**src/rtl/dmem_arbiter_pkg.sv**
```systemverilog
// dmem_arbiter_pkg: shared state encodings, port ids and default widths for the data-memory arbiter
`ifndef REG_LEN
`define REG_LEN 32
`endif
`ifndef DM_UNIT
`define DM_UNIT 256
`endif
package dmem_arbiter_pkg;
  localparam int ADDR_W_DEF = `REG_LEN;
  localparam int LINE_W_DEF = `DM_UNIT;
  localparam logic [1:0] ST_IDLE = 2'd0;
  localparam logic [1:0] ST_BUSY = 2'd1;
  localparam logic [1:0] ST_DONE = 2'd2;
  localparam logic PORT_DCACHE = 1'b0;
  localparam logic PORT_ICACHE = 1'b1;
endpackage

```
**src/rtl/dmem_arb_pick.sv**
```systemverilog
// dmem_arb_pick: two-way picker, on contention the port that was not granted last (ptr) wins
module dmem_arb_pick (
  input  logic en0,
  input  logic en1,
  input  logic ptr,
  output logic win,
  output logic valid
);
  assign valid = en0 | en1;
  assign win = (en0 & en1) ? ~ptr : en1;
endmodule

```
**src/rtl/dmem_arbiter.sv**
```systemverilog
// dmem_arbiter: shares one line-wide memory port between dcache (0) and icache (1), round-robin when DMEM_ARB_RR_EN is defined
module dmem_arbiter
  import dmem_arbiter_pkg::*;
#(
  parameter int ADDR_W = ADDR_W_DEF,
  parameter int LINE_W = LINE_W_DEF
) (
  input  logic              clk_i,
  input  logic              rst_i,
  input  logic              req0_enable_i,
  input  logic              req0_write_i,
  input  logic [ADDR_W-1:0] req0_addr_i,
  input  logic [LINE_W-1:0] req0_data_i,
  output logic              req0_ack_o,
  input  logic              req1_enable_i,
  input  logic              req1_write_i,
  input  logic [ADDR_W-1:0] req1_addr_i,
  input  logic [LINE_W-1:0] req1_data_i,
  output logic              req1_ack_o,
  output logic [LINE_W-1:0] rsp_data_o,
  output logic              mem_enable_o,
  output logic              mem_write_o,
  output logic [ADDR_W-1:0] mem_addr_o,
  output logic [LINE_W-1:0] mem_data_o,
  input  logic [LINE_W-1:0] mem_data_i,
  input  logic              mem_ack_i,
  output logic              grant_o
);
  logic [1:0] state;
  logic win, valid, ptr;
  dmem_arb_pick u_pick (
    .en0  (req0_enable_i),
    .en1  (req1_enable_i),
    .ptr  (ptr),
    .win  (win),
    .valid(valid)
  );
`ifdef DMEM_ARB_RR_EN
  always_ff @(posedge clk_i)
    ptr <= rst_i ? PORT_DCACHE : (state == ST_IDLE && valid) ? win : ptr;
`else
  assign ptr = PORT_ICACHE;
`endif
  always_ff @(posedge clk_i) begin
    if (rst_i) begin
      state        <= ST_IDLE;
      mem_enable_o <= 1'b0;
      mem_write_o  <= 1'b0;
      mem_addr_o   <= '0;
      mem_data_o   <= '0;
      req0_ack_o   <= 1'b0;
      req1_ack_o   <= 1'b0;
      grant_o      <= PORT_DCACHE;
      rsp_data_o   <= '0;
    end else if (state == ST_IDLE) begin
      if (valid) begin
        state        <= ST_BUSY;
        mem_enable_o <= 1'b1;
        mem_write_o  <= win ? req1_write_i : req0_write_i;
        mem_addr_o   <= win ? req1_addr_i : req0_addr_i;
        mem_data_o   <= win ? req1_data_i : req0_data_i;
        grant_o      <= win;
      end
    end else if (state == ST_BUSY) begin
      if (mem_ack_i) begin
        state        <= ST_DONE;
        mem_enable_o <= 1'b0;
        mem_write_o  <= 1'b0;
        req0_ack_o   <= grant_o == PORT_DCACHE;
        req1_ack_o   <= grant_o == PORT_ICACHE;
        rsp_data_o   <= mem_data_i;
      end
    end else begin
      state      <= ST_IDLE;
      req0_ack_o <= 1'b0;
      req1_ack_o <= 1'b0;
    end
  end
endmodule

```
**config.mk**
```make
export PLATFORM = sky130hd
export DESIGN_NAME = dmem_arbiter
export DESIGN_NICKNAME = d
export VERILOG_FILES = /design/src/rtl/dmem_arbiter_pkg.sv /design/src/rtl/dmem_arb_pick.sv /design/src/rtl/dmem_arbiter.sv
export SDC_FILE = /design/constraint.sdc
export NUM_CORES = 1
export LEC_CHECK = 0
export CORE_AREA = 2 2 542 544
export CTS_BUF_LIST = sky130_fd_sc_hd__clkbuf_8
export CTS_CLUSTER_SIZE = 40
export DETAILED_ROUTE_END_ITERATION = 6
export DIE_AREA = 0 0 544 546
export PLACE_DENSITY = 0.33
export SYNTH_ARGS = -nofsm -noshare
export SYNTH_HDL_FRONTEND = slang
export SYNTH_SLANG_ARGS = --single-unit
export TNS_END_PERCENT = 50
```
**constraint.sdc**
```tcl
create_clock -name clk_i -period 2.3 [get_ports clk_i]
set_clock_uncertainty 0.05 [all_clocks]
set_input_delay 0.46 -clock clk_i [delete_from_list [all_inputs] [get_ports clk_i]]
set_output_delay 0.46 -clock clk_i [all_outputs]
set_load 0.005 [all_outputs]
```
Figure 1. I/O nets highlighted (run 1).
Drawn at 1 px/um.
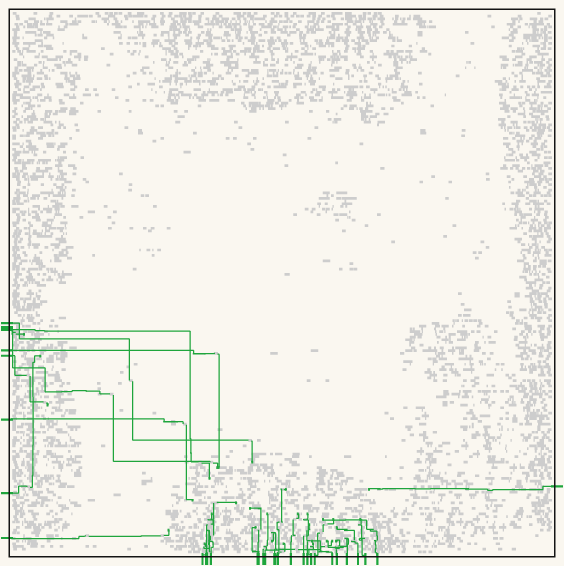
legend:
  req1_addr_i:
    colour: green
    bits: 32
    direction: input
    edge: 22 bottom, 9 left, 1 right
    end_cells: 32
    buffers: 60
    wire: 3340 um
io pins: 1388
Buffers on Ports: 1387

Figure 2. I/O pins on the die edge (run 1).
Pins as bars across the die edge, other pins in grey.
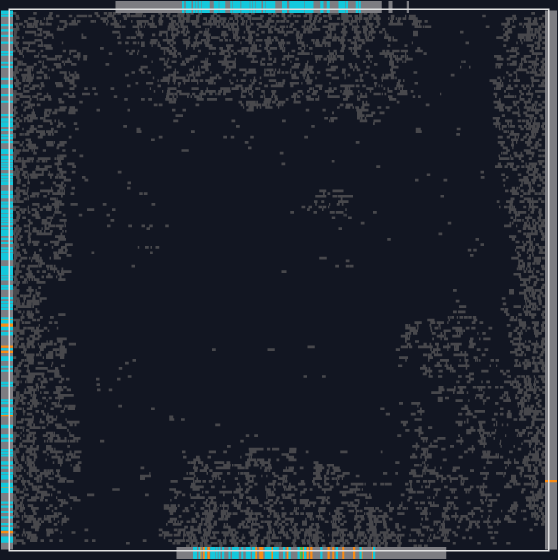
legend:
  req1_addr_i:
    colour: orange
    pins: 32
    direction: input
    edge: 22 bottom, 9 left, 1 right
  req0_write_i:
    colour: green
    pins: 1
    direction: input
    edge: bottom
  req0_data_i:
    colour: cyan
    pins: 256
    direction: input
    edge: 136 left, 81 top, 39 bottom
all pins by edge: 400 right, 400 left, 294 bottom, 294 top
chip width: 544 um
Die Y-Extent: 546 um

Figure 3. The metal 2 layer (run 1).
Drawn at 1 px/um.
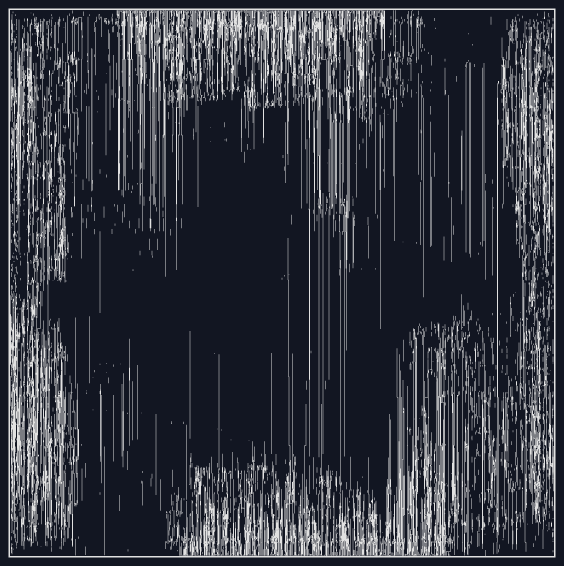
share of all routed wire: 47%
wire length on this layer: 99.1 mm

[run 1: layer usage]
layer	global-route usage, %	share of wire (%)
met1	15.4	39
met2	23.1	47
met3	6.38	11
met4	3.49	2.8
met5	0	0.29
[run 1: per-stage QoR]
stage | cells | instance area [um^2] | hold WS, ns
2_1_floorplan | 2775 | 23300 | 0.403
3_3_place_gp | 8011 | 43000 | 0.391
3_5_place_dp | 8011 | 43000 | 0.396
4_1_cts | 8810 | 50900 | 0.0000396
5_1_grt | 8822 | 50900 | 0.0191
6_report | 8844 | 51000 | 0.131
[run 1: power by group]
| group | internal (W) | switching, W |
|---|---|---|
| sequential | 0.0104 | 0.000478 |
| combinational | 0.00409 | 0.00383 |
| clock | 0.00633 | 0.00536 |
| total | 0.0208 | 0.00967 |
==> run_results.csv, run 1 <==
group,metric,value,unit
clock_network,clock_latency,0.97,ns
setup_path,crit_chain,"clkdlybuf4s15_1",
synth,synth.cellmix.adderShare,0,%
final_timing,fin_ws,0.151,ns
layout,buffers,2179,
synth,ys_chip_area,23300,um^2
final_timing,fin_setup_tns,0,ns
floorplanning,fp_util,7.97,%
synth,syn_nets,3614,
setup_path,r2r_setup_slack,0.25,ns
clock_network,cts_setup_buffers,1,
layout,mostFrequentLayoutCells,"nand2_1 (1091), clkdlybuf4s50_1 (837), dlygate4sd3_1 (582)",
synth,flop_cell,"dfxtp_1",
final_timing,slew_viol_final,0,
setup_path,regToRegStartpoint,"state[1]",
layout,flops,551,
global_routing,grt_use_total,13.7,%
floorplanning,num_rows,199,
layout,fillers,33100,
hold_path,min_to,"rsp_data_o[63]",
clock_network,cts_max_path_buffers,4,
synth,synth_area,23300,um^2
drt,drt_wl_total,213000,um
floorplanning,num_tap_cells,3919,
drt,wire_per_inst,24.1,um
synth,ys_types,26,
power_and_ir_drop,power.total,0.0305,W
global_routing,antenna_found_initial,139,
floorplanning,chipArea,297000,um^2
drt,drc,0,
job,warnings,27,
status,status,"completed",
synth,syn_avg_cell_area,8.39,um^2
layout,area_growth,119,%
setup_path,reg2reg_depth,5,
drt,vias,29700,
layout,drive_above_1_share,15.4,%
clock_network,cts_hold_buf,582,
layout,antenna_cells,34,
==> run 1 -> run 2 <==
--- a/config.mk
+++ b/config.mk
@@ -5,12 +5,13 @@
 export SDC_FILE = /design/constraint.sdc
 export NUM_CORES = 1
 export LEC_CHECK = 0
-export CORE_AREA = 2 2 542 544
+export CORE_AREA = 2 2 546 548
 export CTS_BUF_LIST = sky130_fd_sc_hd__clkbuf_8
 export CTS_CLUSTER_SIZE = 40
 export DETAILED_ROUTE_END_ITERATION = 6
-export DIE_AREA = 0 0 544 546
+export DIE_AREA = 0 0 548 550
 export PLACE_DENSITY = 0.33
+export SKIP_CTS_REPAIR_TIMING = 1
 export SYNTH_ARGS = -nofsm -noshare
 export SYNTH_HDL_FRONTEND = slang
 export SYNTH_SLANG_ARGS = --single-unit
Figure 4. I/O pins on the die edge (run 2).
Pins as bars across the die edge, other pins in grey.
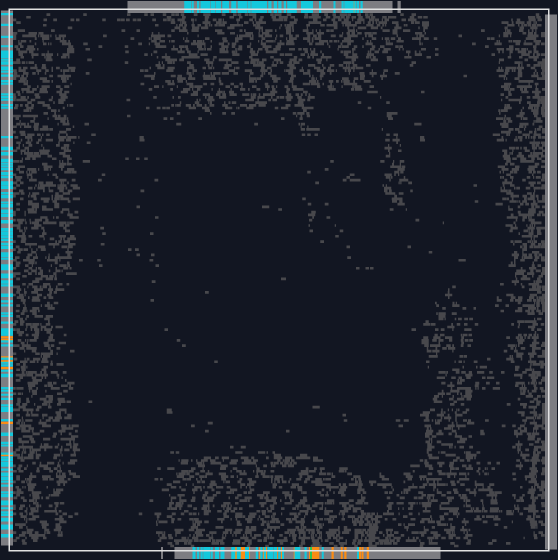
legend:
  req0_write_i:
    colour: green
    pins: 1
    direction: input
    edge: bottom
  req0_data_i:
    colour: cyan
    pins: 256
    direction: input
    edge: 137 left, 83 top, 36 bottom
  req1_addr_i:
    colour: orange
    pins: 32
    direction: input
    edge: 24 bottom, 7 left, 1 top

Figure 5. Cell placement (run 2).
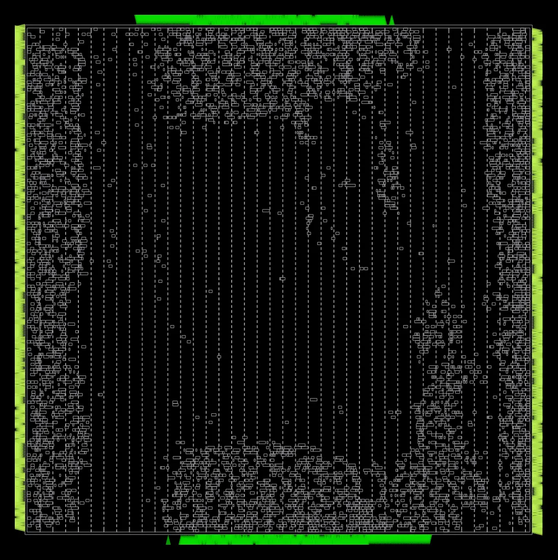
fillers: 33400
post-route insts no fill: 8501

==> run 2 against run 1 <==
Final cell count fell by 3.9%. Sequential cell count unchanged. Sequential share of layout area is 0.78 points higher. Register-to-register slack lost 0.16 ns. Design area decreased by 3.7%. Combinational power shrank 4.7%. Global-route usage fell by 0.55 points. Sequential power barely moved. Via count decreased by 4.7%. Worst setup slack worse by 0.10 ns. Synthesized cell count stayed put. Total power fell by 1.6%. Highest routed layer unchanged.
==> run_results.csv, run 2 <==
group,metric,value,unit
placed_design,pre_cts_slack,-0.406,ns
global_routing,grt.busiest_layer,"met2",
global_routing,grtUsageMet1,14.1,%
global_routing,grt_max_degree,58,
final_timing,slew_viol_final,0,
job,warnings,27,
placed_design,placed_cells,8012,
drt,drc,0,
layout,fin_util,16.6,%
clock_network,clock_latency,0.96,ns
drt,wl_met2,97900,um
drt,maxUsedRoutingLayer,"met5",
synth,yosysTopAreaCell,"dfxtp_1",
floorplanning,die_h,550,um
layout,largest_registers,"mem_data_o (256), rsp_data_o (256), mem_addr_o (32)",
clock_network,cts-root-buf,"clkbuf_8",
global_routing,grt_pass1_wl,268000,um
layout,antenna_cells,40,
layout,layout.area.comb,10800,um^2
layout,dominant_cells,"buffers",
global_routing,grt-ovfl-total,0,
drt,route.met3.wl,26600,um
floorplanning,fp_util,7.88,%
synth,syn_nets,3614,
layout,nets,5273,
setup_path,r2r_setup_slack,0.09,ns
drt,drt_wl_total,209000,um
floorplanning,die_width,548,um
setup_path,cp_top_family,"buffers and inverters",
synth,synth_top_area_share,47.4,%
status,status,"completed",
layout,register_area,11100,um^2
synth,synth_area,23300,um^2
setup_path,cp-start-kind,"primary input",
synth,ys_types,26,
setup_path,reg2reg_depth,5,
layout,final-nonclk-buf-share,40.1,%
final_timing,whs,0.0746,ns
layout,comb_cells,1945,
synth,ys.flops,551,
setup_path,critPathKind,"in2reg",
hold_path,min_to,"rsp_data_o[219]",
layout,flops,551,
synth,synthArstFlopShare,0,%
layout,buffers,1816,
layout,fin_area,49100,um^2
synth,flop_cell,"dfxtp_1",
global_routing,antenna_found_initial,154,
synth,synthCells,2775,
drt,viasPerCell,3.33,
floorplanning,ios,1388,
setup_path,regToRegStartpoint,"state[1]",
drt,wl_met1,77900,um
final_timing,fin_ws,0.0476,ns
hold_path,hp-class,"in2reg",
layout,area_growth,111,%
setup_path,worstSetupEndpointType,"register",
drt,ant_nets,0,
synth,synthTopCellsByCount,"nand2_1 (1091), dfxtp_1 (551), a21oi_1 (549)",
power_and_ir_drop,power.total,0.0300,W
final_timing,hold_viol_final,0,
layout,drive_above_1_share,13.6,%
floorplanning,chipArea,301000,um^2
global_routing,grt_pass1_vias,27900,
floorplanning,num_tap_cells,3939,
setup_path,critPathBufInv,4,
synth,syn_avg_cell_area,8.39,um^2
global_routing,met2_usage,22.4,%
floorplanning,num_rows,200,
synth,ys_chip_area,23300,um^2
synth,edf_count,0,
placed_design,place_area,42700,um^2
final_timing,tightest_slew,0.587,ns
placed_design,numPortBuffers,1387,
drt,vias,28300,
global_routing,gr-usage-met3,7.42,%
setup_path,crit_required,3.09,ns
layout,mostFrequentLayoutCells,"nand2_1 (1091), clkdlybuf4s50_1 (837), a21oi_1 (549)",
clock_network,cts_max_path_buffers,4,
setup_path,crit_chain,"clkdlybuf4s50_1 > nor2b_4 > buf_12 > buf_4 > nand2_1 > a311oi_1 > dlygate4sd3_1",
global_routing,grt_use_total,13.2,%
setup_path,critPathSlowestCell,"clkdlybuf4s50_1",
final_timing,fin_setup_tns,0,ns
clock_network,cts_max_level,3,
synth,yosysWarnings,0,
drt,wire_per_inst,24.6,um
## run 2: where the power goes
part           total (W)  switching, W  internal, W
logic            0.00755       0.00361      0.00393
clock network     0.0116       0.00526      0.00634
registers         0.0108      0.000466       0.0104
## run 2: kinds of logic (layout without fill, tap and decap cells)
| group | count (synthesis) | after routing | share of synthesized area, % |
|---|---|---|---|
| compound gates | 840 | 840 | 28.4 |
| other cells | 0 | 40 | 0 |
| buf+inv | 279 | 2026 | 6.25 |
| flops | 551 | 551 | 47.4 |
| simple gates | 1105 | 1105 | 18.0 |
## run 2: worst register-to-register path, cell delays in order, from the launching register on
cell	delay (ns)
dfxtp_1	0.40
nor2_4	0.32
and2_4	0.27
buf_12	0.19
a311oi_1	0.23
dlygate4sd3_1	0.57
==> run 2 -> run 3 <==
--- a/config.mk
+++ b/config.mk
@@ -12,6 +12,7 @@
 export DIE_AREA = 0 0 548 550
 export PLACE_DENSITY = 0.33
 export SKIP_CTS_REPAIR_TIMING = 1
+export SKIP_LAST_GASP = 1
 export SYNTH_ARGS = -nofsm -noshare
 export SYNTH_HDL_FRONTEND = slang
 export SYNTH_SLANG_ARGS = --single-unit
Figure 6. I/O nets highlighted (run 3).
Drawn at 1 px/um.
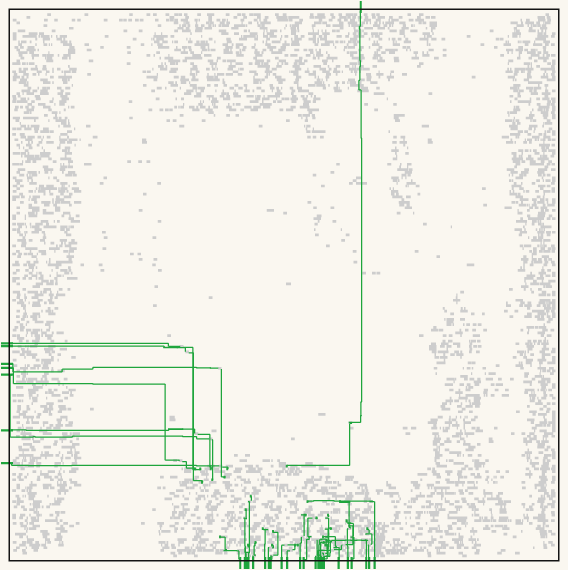
legend:
  req1_addr_i:
    colour: green
    bits: 32
    direction: input
    edge: 24 bottom, 7 left, 1 top
    end_cells: 32
    buffers: 44
    wire: 3690 um

Figure 7. I/O pins on the die edge (run 3).
Pins as bars across the die edge, other pins in grey.
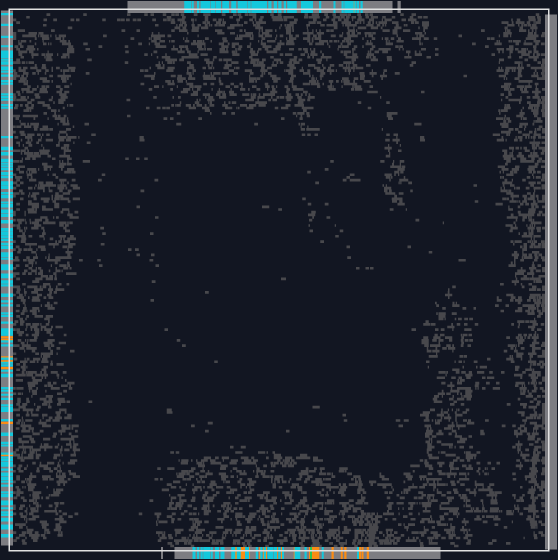
legend:
  req0_write_i:
    colour: green
    pins: 1
    direction: input
    edge: bottom
  req1_addr_i:
    colour: orange
    pins: 32
    direction: input
    edge: 24 bottom, 7 left, 1 top
  req0_data_i:
    colour: cyan
    pins: 256
    direction: input
    edge: 137 left, 83 top, 36 bottom

==> run 3 against run 2 <==
The flow now finishes with violations (negative setup slack). Final cell count unchanged. Area after synthesis unchanged. Die size unchanged. Largest power group unchanged. Highest routed layer unchanged.
==> run_results.csv, run 3 <==
group,metric,value,unit
global_routing,grt_pass1_wl,268000,um
hold_path,hp-class,"in2reg",
final_timing,whs,0.0738,ns
global_routing,grtUsageMet1,14.1,%
global_routing,grt_max_degree,58,
setup_path,critPathSlowestCell,"clkdlybuf4s50_1",
placed_design,numPortBuffers,1387,
layout,largest_registers,"mem_data_o (256), rsp_data_o (256), mem_addr_o (32)",
synth,top_logic_kind,"AND-OR/OR-AND gates",
layout,buffers,1816,
synth,edf_count,0,
synth,syn_nets,3614,
synth,mux_area_share,0,%
floorplanning,fp_util,7.88,%
power_and_ir_drop,power.total,0.0301,W
global_routing,grt-ovfl-total,0,
status,status,"finished with violations",
setup_path,crit_chain,"clkdlybuf4s50_1",
synth,yosysWarnings,0,
synth,synthTopCellsByCount,"nand2_1 (1091), dfxtp_1 (551), a21oi_1 (549)",
synth,aoi_share,28.4,%
drt,route.met3.wl,25300,um
synth,synth_top_area_share,47.4,%
synth,ys_chip_area,23300,um^2
layout,antenna_cells,40,
clock_network,cts_max_path_buffers,4,
drt,drc,0,
final_timing,setup_violations,26,
status,violations,"negative setup slack",
placed_design,place_area,42700,um^2
drt,ant_nets,0,
final_timing,tightest_slew,0.593,ns
setup_path,critPathBufInv,1,
floorplanning,die_h,550,um
placed_design,placed_cells,8012,
floorplanning,num_tap_cells,3939,
clock_network,cts-root-buf,"clkbuf_8",
clock_network,cts_max_level,3,
global_routing,grt_use_total,13.2,%
layout,final-nonclk-buf-share,39.3,%
final_timing,fin_ws,-0.0252,ns
layout,register_area,11100,um^2
layout,fin_cells,8501,
global_routing,met2_usage,22.4,%
setup_path,crit_required,1.79,ns
layout,comb_cells,1945,
layout,flops,551,
drt,drt_wl_total,209000,um
synth,ys.flops,551,
floorplanning,die_width,548,um
layout,dominant_cells,"buffers",
layout,fin_util,16.4,%
-- run 3: cell counts after synthesis --
Identical to the previous run, type by type.
-- run 3: path summary, 6_finish.rpt --
kind / to / from / cells after the start / slack (ns)
setup / recovery: mem_data_o[200] / mem_data_o[200] / 1 / -0.03
hold / removal: rsp_data_o[219] / mem_data_i[219] / 3 / 0.07
setup reg to reg: mem_data_o[27] / state[1] / 5 / 0.09
hold reg to reg: rsp_data_o[178] / rsp_data_o[178] / 2 / 0.40
-- run 3: power by group --
group          internal, W  switching, W  total (W)  leakage [nW]
registers           0.0104      0.000485     0.0108          4.54
clock network      0.00634       0.00527     0.0116          1.43
logic              0.00404       0.00362    0.00767          14.7
total               0.0207       0.00937     0.0301          20.7
Power and IR drop assume default switching activity.
